Figure 1. Routing congestion map.
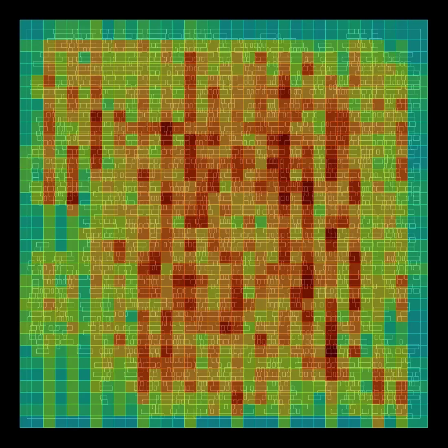
Figure 2. Cells by drive strength.
(2 px per um)
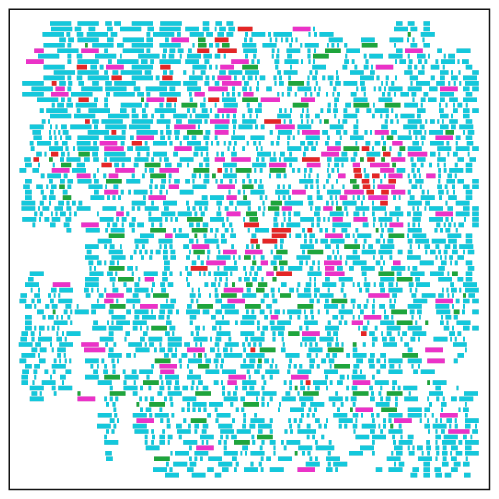
Figure 3. Gate-type map.
(2 px per um)
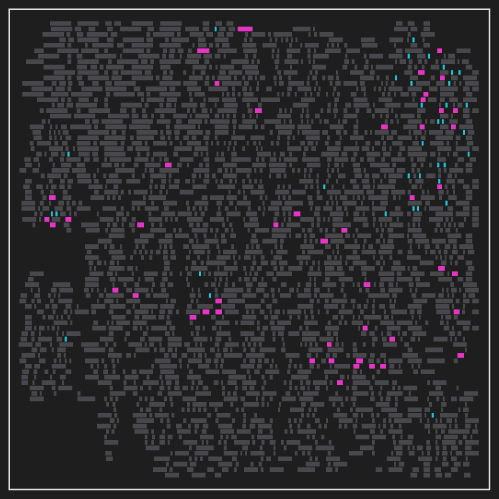
## src/rtl/sample_readout_pkg.sv

```systemverilog
// Shared types and helpers for the sample readout path.
package sample_readout_pkg;

  localparam int unsigned NUM_BUCKETS = 16;
  localparam int unsigned IDX_W       = 4;

  typedef enum logic {
    STREAM    = 1'b0,
    HIST_DUMP = 1'b1
  } state_e;

  // Increment that holds at 2^w-1; callers cast to their own width.
  function automatic logic [31:0] sat_inc(input logic [31:0] v, input int unsigned w);
    logic [31:0] lim;
    lim = (32'd1 << w) - 32'd1;
    return (v == lim) ? v : v + 32'd1;
  endfunction

endpackage

```

## src/rtl/sample_readout_if.sv

```systemverilog
// Sample push, readout stream and dump handshake between monitor/host and sample_readout.
interface sample_readout_if #(
  parameter int unsigned DATA_W = 8,
  parameter int unsigned CNT_W  = 16
);
  logic                                  smp_valid;
  logic [DATA_W-1:0]                     smp_data;
  logic                                  rd_valid;
  logic                                  rd_ready;
  logic [CNT_W-1:0]                      rd_data;
  logic                                  rd_is_hist;
  logic [sample_readout_pkg::IDX_W-1:0]  rd_index;
  logic                                  dump_req;
  logic                                  dump_busy;

  modport master (
    output smp_valid, smp_data, rd_ready, dump_req,
    input  rd_valid, rd_data, rd_is_hist, rd_index, dump_busy
  );

  modport slave (
    input  smp_valid, smp_data, rd_ready, dump_req,
    output rd_valid, rd_data, rd_is_hist, rd_index, dump_busy
  );
endinterface

```

## src/rtl/sample_ring.sv

```systemverilog
// Circular sample buffer; exposes next-cycle head-of-queue data so the parent can register it.
module sample_ring #(
  parameter int unsigned DATA_W = 8,
  parameter int unsigned DEPTH  = 8
) (
  input  logic                     clk,
  input  logic                     rst,
  input  logic                     clear,
  input  logic                     push,
  input  logic                     pop,
  input  logic [DATA_W-1:0]        wdata,
  output logic                     full_c,
  output logic [$clog2(DEPTH):0]   level,
  output logic [$clog2(DEPTH):0]   nxt_level_c,
  output logic [DATA_W-1:0]        nxt_rdata_c
);

  localparam int unsigned PTR_W = $clog2(DEPTH);
  localparam int unsigned LVL_W = PTR_W + 1;

  logic [DATA_W-1:0] mem_q [DEPTH];
  logic [PTR_W-1:0]  head_q, head_d, tail_q, tail_d;
  logic [LVL_W-1:0]  level_q, level_d;
  logic              do_push, do_pop;

  // A pop frees a slot in the same cycle, so push+pop is legal when full.
  always_comb begin
    full_c  = (level_q == LVL_W'(DEPTH));
    do_pop  = pop && (level_q != '0) && !clear;
    do_push = push && (!full_c || do_pop) && !clear;
    head_d  = head_q + PTR_W'(do_push);
    tail_d  = tail_q + PTR_W'(do_pop);
    level_d = level_q;
    if (do_push && !do_pop) begin
      level_d = level_q + LVL_W'(1);
    end else if (!do_push && do_pop) begin
      level_d = level_q - LVL_W'(1);
    end
    nxt_level_c = level_d;
    nxt_rdata_c = (do_push && (head_q == tail_d)) ? wdata : mem_q[tail_d];
  end

  always_ff @(posedge clk) begin
    if (rst || clear) begin
      head_q  <= '0;
      tail_q  <= '0;
      level_q <= '0;
    end else begin
      head_q  <= head_d;
      tail_q  <= tail_d;
      level_q <= level_d;
    end
  end

  always_ff @(posedge clk) begin
    if (do_push) begin
      mem_q[head_q] <= wdata;
    end
  end

  assign level = level_q;

endmodule

```

## src/rtl/sample_readout.sv

```systemverilog
// Drains the sample ring over a valid/ready stream, keeps drain statistics and dumps the histogram.
module sample_readout
  import sample_readout_pkg::*;
#(
  parameter int unsigned DATA_W = 8,
  parameter int unsigned DEPTH  = 8,
  parameter int unsigned CNT_W  = 16,
  parameter int unsigned SUM_W  = 24
) (
  input  logic                    clk,
  input  logic                    rst,
  input  logic                    clear,
  sample_readout_if.slave         bus,
  output logic [$clog2(DEPTH):0]  level,
  output logic [CNT_W-1:0]        drop_count,
  output logic [CNT_W-1:0]        pop_count,
  output logic [SUM_W-1:0]        sum,
  output logic [DATA_W-1:0]       max_val,
  output logic [DATA_W-1:0]       min_val
);

  localparam int unsigned LVL_W = $clog2(DEPTH) + 1;

  state_e            state_q, state_d;
  logic [IDX_W-1:0]  idx_q, idx_d;
  logic [CNT_W-1:0]  hist_q [NUM_BUCKETS];
  logic [CNT_W-1:0]  hist_d [NUM_BUCKETS];
  logic [CNT_W-1:0]  pop_cnt_q, pop_cnt_d, drop_q, drop_d;
  logic [SUM_W-1:0]  sum_q, sum_d;
  logic [DATA_W-1:0] max_q, max_d, min_q, min_d;
  logic              rd_valid_q, rd_valid_d, rd_hist_q, rd_hist_d, busy_q, busy_d;
  logic [CNT_W-1:0]  rd_data_q, rd_data_d;

  logic              pop, full_c;
  logic [LVL_W-1:0]  nxt_level_c;
  logic [DATA_W-1:0] nxt_rdata_c, pop_data;

  assign pop      = (state_q == STREAM) && rd_valid_q && bus.rd_ready;
  assign pop_data = rd_data_q[DATA_W-1:0];

  sample_ring #(.DATA_W(DATA_W), .DEPTH(DEPTH)) u_ring (
    .clk         (clk),
    .rst         (rst),
    .clear       (clear),
    .push        (bus.smp_valid),
    .pop         (pop),
    .wdata       (bus.smp_data),
    .full_c      (full_c),
    .level       (level),
    .nxt_level_c (nxt_level_c),
    .nxt_rdata_c (nxt_rdata_c)
  );

  always_comb begin
    state_d   = state_q;
    idx_d     = idx_q;
    hist_d    = hist_q;
    pop_cnt_d = pop_cnt_q;
    drop_d    = drop_q;
    sum_d     = sum_q;
    max_d     = max_q;
    min_d     = min_q;

    if (pop) begin
      pop_cnt_d = CNT_W'(sat_inc(32'(pop_cnt_q), CNT_W));
      sum_d     = sum_q + SUM_W'(pop_data);
      if (pop_data > max_q) max_d = pop_data;
      if (pop_data < min_q) min_d = pop_data;
      hist_d[pop_data[IDX_W-1:0]] = CNT_W'(sat_inc(32'(hist_q[pop_data[IDX_W-1:0]]), CNT_W));
    end

    if (bus.smp_valid && full_c && !pop) begin
      drop_d = CNT_W'(sat_inc(32'(drop_q), CNT_W));
    end

    case (state_q)
      STREAM: begin
        if (bus.dump_req) begin
          state_d = HIST_DUMP;
          idx_d   = '0;
        end
      end
      HIST_DUMP: begin
        if (bus.rd_ready) begin
          if (idx_q == IDX_W'(NUM_BUCKETS - 1)) begin
            state_d = STREAM;
            idx_d   = '0;
          end else begin
            idx_d = idx_q + IDX_W'(1);
          end
        end
      end
      default: state_d = STREAM;
    endcase

    // Output beat is built from next-cycle state so every rd_* signal is a flop.
    busy_d    = (state_d == HIST_DUMP);
    rd_hist_d = busy_d;
    if (busy_d) begin
      rd_valid_d = 1'b1;
      rd_data_d  = hist_d[idx_d];
    end else begin
      rd_valid_d = (nxt_level_c != '0);
      rd_data_d  = CNT_W'(nxt_rdata_c);
    end
  end

  always_ff @(posedge clk) begin
    if (rst || clear) begin
      state_q    <= STREAM;
      idx_q      <= '0;
      for (int i = 0; i < NUM_BUCKETS; i++) hist_q[i] <= '0;
      pop_cnt_q  <= '0;
      drop_q     <= '0;
      sum_q      <= '0;
      max_q      <= '0;
      min_q      <= '1;
      rd_valid_q <= 1'b0;
      rd_hist_q  <= 1'b0;
      busy_q     <= 1'b0;
      rd_data_q  <= '0;
    end else begin
      state_q    <= state_d;
      idx_q      <= idx_d;
      hist_q     <= hist_d;
      pop_cnt_q  <= pop_cnt_d;
      drop_q     <= drop_d;
      sum_q      <= sum_d;
      max_q      <= max_d;
      min_q      <= min_d;
      rd_valid_q <= rd_valid_d;
      rd_hist_q  <= rd_hist_d;
      busy_q     <= busy_d;
      rd_data_q  <= rd_data_d;
    end
  end

  assign bus.rd_valid   = rd_valid_q;
  assign bus.rd_data    = rd_data_q;
  assign bus.rd_is_hist = rd_hist_q;
  assign bus.rd_index   = idx_q;
  assign bus.dump_busy  = busy_q;
  assign drop_count     = drop_q;
  assign pop_count      = pop_cnt_q;
  assign sum            = sum_q;
  assign max_val        = max_q;
  assign min_val        = min_q;

endmodule

```

## src/flat_wrapper.sv

```systemverilog
// flat-port wrapper written by rule: the top's interface ports become plain ports
module sample_readout_flat import sample_readout_pkg::*;
#(
  parameter int unsigned DATA_W = 8,
  parameter int unsigned DEPTH  = 8,
  parameter int unsigned CNT_W  = 16,
  parameter int unsigned SUM_W  = 24
)
  (clk, rst, clear, level, drop_count, pop_count, sum, max_val, min_val, bus_smp_valid, bus_smp_data, bus_rd_ready, bus_dump_req, bus_rd_valid, bus_rd_data, bus_rd_is_hist, bus_rd_index, bus_dump_busy);
  sample_readout_if #(.DATA_W(DATA_W), .CNT_W(CNT_W)) bus_i ();
  input  logic clk;
  input  logic rst;
  input  logic clear;
  output logic [$clog2(DEPTH):0] level;
  output logic [CNT_W-1:0] drop_count;
  output logic [CNT_W-1:0] pop_count;
  output logic [SUM_W-1:0] sum;
  output logic [DATA_W-1:0] max_val;
  output logic [DATA_W-1:0] min_val;
  input wire logic [$bits(bus_i.smp_valid)-1:0] bus_smp_valid;
  input wire logic [$bits(bus_i.smp_data)-1:0] bus_smp_data;
  input wire logic [$bits(bus_i.rd_ready)-1:0] bus_rd_ready;
  input wire logic [$bits(bus_i.dump_req)-1:0] bus_dump_req;
  output wire logic [$bits(bus_i.rd_valid)-1:0] bus_rd_valid;
  output wire logic [$bits(bus_i.rd_data)-1:0] bus_rd_data;
  output wire logic [$bits(bus_i.rd_is_hist)-1:0] bus_rd_is_hist;
  output wire logic [$bits(bus_i.rd_index)-1:0] bus_rd_index;
  output wire logic [$bits(bus_i.dump_busy)-1:0] bus_dump_busy;
  assign bus_i.smp_valid = bus_smp_valid;
  assign bus_i.smp_data = bus_smp_data;
  assign bus_i.rd_ready = bus_rd_ready;
  assign bus_i.dump_req = bus_dump_req;
  assign bus_rd_valid = bus_i.rd_valid;
  assign bus_rd_data = bus_i.rd_data;
  assign bus_rd_is_hist = bus_i.rd_is_hist;
  assign bus_rd_index = bus_i.rd_index;
  assign bus_dump_busy = bus_i.dump_busy;
  sample_readout #(.DATA_W(DATA_W), .DEPTH(DEPTH), .CNT_W(CNT_W), .SUM_W(SUM_W)) u_core (.clk(clk), .rst(rst), .clear(clear), .bus(bus_i), .level(level), .drop_count(drop_count), .pop_count(pop_count), .sum(sum), .max_val(max_val), .min_val(min_val));
endmodule
```

## config.mk

```make
export PLATFORM = sky130hd
export DESIGN_NAME = sample_readout_flat
export DESIGN_NICKNAME = d
export VERILOG_FILES = /design/src/rtl/sample_readout_pkg.sv /design/src/rtl/sample_readout_if.sv /design/src/rtl/sample_ring.sv /design/src/rtl/sample_readout.sv /design/src/flat_wrapper.sv
export SDC_FILE = /design/constraint.sdc
export NUM_CORES = 1
export LEC_CHECK = 0
export CAP_MARGIN = 10
export CELL_PAD_IN_SITES_DETAIL_PLACEMENT = 1
export CELL_PAD_IN_SITES_GLOBAL_PLACEMENT = 2
export CORE_MARGIN = 4
export CORE_UTILIZATION = 41
export DETAILED_ROUTE_END_ITERATION = 12
export GPL_ROUTABILITY_DRIVEN = 0
export GPL_TIMING_DRIVEN = 0
export PLACE_DENSITY = 0.84
export REMOVE_ABC_BUFFERS = 1
export SYNTH_ARGS = -nofsm -noshare
export SYNTH_HDL_FRONTEND = slang
export SYNTH_HIERARCHICAL = 1
export SYNTH_SLANG_ARGS = --single-unit
```

## constraint.sdc

```tcl
create_clock -name clk -period 9.1 [get_ports clk]
set_input_delay 2.73 -clock clk [delete_from_list [all_inputs] [get_ports clk]]
set_output_delay 2.73 -clock clk [all_outputs]
set_load 0.005 [all_outputs]
```

==> GITHUB_STEP_SUMMARY <==
### Flow metrics

| Metric | Value |
|---|---|
| Final Worst Setup Slack | about 0.41 ns |
| Register area share after synthesis | 0.416 |
| Dpl ws | -0.104 ns |
| Total GRT Usage | 0.276 |
| Final critical-path required period | just under 9 ns |
| Ports | between 100 and 150 |
| Max FFs per register | 256 |
| Highest metal used | met4 |
| First-pass detailed-route iteration total | 7 |
| RSZ-0062 raised after global routing | no |
| Area of placed instances | roughly 24000 um^2 |
| Met3 wire len | around 5 mm |
| Dpl cells | around 3000 |
| Main flop type | dfxtp_1 |
| Synth Register Bits | ~420 |
| Die ar. | approximately 57000 um^2 |
| Vias per std cell | between 6 and 7 |
| Reg2reg path depth | 14 |
| Clk ins delay skew pair | between 0.6 and 0.7 ns |
| CTS Sinks | ~420 |
| Design Area, Final | 25900 um^2 |
| Drt wl/cell | between 20 and 30 um |
| CP most frequent cell | nor3_1 |
| Hold Path Class | reg -> reg |
| Final hold violation count | 0 |
| Final nets | about 2500 |
| Total length of routed wires | 80.6 mm |
| Maximum vdd ir drop | 0.139 mV |
| Global route hottest layer | met2 |
| Antenna diode count | 0 |
| Hold Slack | 0.470 ns |
| Clock Path Buffers | 3 |
| Slowest CP cell | clkinv_1 |
| Core area | 52800 um^2 |
| Total grt overflow | 0 |
| H-tree levels | 2 |
| Die height | 239 um |
| Ys Warns | 6 |
| Stages on the worst setup path | 15 |
| Number of max-cap violations | 0 |
| Status | finished clean |
| Max_slew headroom | 0.0875 |
| Critical Path Source | bus_rd_ready |
| Post_cts resized | 0 |
| Final Skew | around 0.02 ns |
| Tool warnings | 26 |
-- Figure 1 (at the start) --
met3 Use GR: 0.0419
GR Util met1: 0.366
global routing usage on met2: 0.457
final core utilization: 0.491

-- Figure 2 (at the start) --
Key: red = _3 and _4 cells [cells 44]; green = _2 cells [cells 119]; magenta = _6 and larger [cells 117]; cyan = _0 and _1 cells [cells 2188]

-- Figure 3 (at the start) --
Key: magenta = non-inverting ao/oa cells [cells 47, most used a21o_1]; cyan = inv cells [cells 35, most used inv_1]

-- cells in the final DEF, fill, tap and decap left out, drive strengths merged, types with 20 or more instances in the layout --
cell type      synthesis  final
clkdlybuf4s50          0    112
and3                  35     35
a22oi                 39     39
edfxtp                64     64
a211oi               134    134
clkinv                 1     20
nor2                 270    270
nand3                 38     38
o311ai                27     27
xor2                  36     36
mux4                  66     66
xnor2                 32     32
clkbuf               157     66
dfxtp                360    360
buf                   55     57
a21oi                209    209
inv                   34     36
a2111oi               20     20
o21ai                169    169
ha                    33     33
nand2                196    196
a221oi                29     29
mux2i                 32     32
nand4                 22     22
nor3                 110    110
nor2b                 24     24
-- kinds of logic after synthesis --
group	Yosys count	share of synthesized area
simple gates	778	0.167
compound gates	759	0.226
flops	424	0.416
buf+inv	247	0.0513
mux	108	0.0907
xor+xnor	68	0.0289
fa+ha+maj	34	0.0197
-- Yosys cell counts (35+ instances only) --
cell type | count | area share
edfxtp_1 | 64 | 0.088
nor3_1 | 109 | 0.025
nor2_1 | 269 | 0.046
clkbuf_1 | 156 | 0.027
nand2_1 | 189 | 0.032
and3_1 | 35 | 0.010
dfxtp_1 | 360 | 0.33
o21ai_0 | 163 | 0.037
mux4_2 | 58 | 0.060
nand3_1 | 37 | 0.0084
a21oi_1 | 208 | 0.047
a211oi_1 | 132 | 0.045
a22oi_1 | 39 | 0.013
-- final cells by class --
cell class	instances	area, um^2	share of cell area
clock buffers	66	1400	0.0541
clock inverters	26	270	0.0104
inverters	35	131	0.00507
multi-input cells	1747	11900	0.460
flip-flops and latches	424	9140	0.353
well taps	688	861	0.0332
repair buffers	170	2190	0.0847
-- report_power, final --
group          switching, uW  total, uW  internal [uW]
registers               11.8       1920           1910
clock network            850       2050           1200
logic                    134        207           72.8
No activity file was given, so power comes from the tool's default toggle rates.
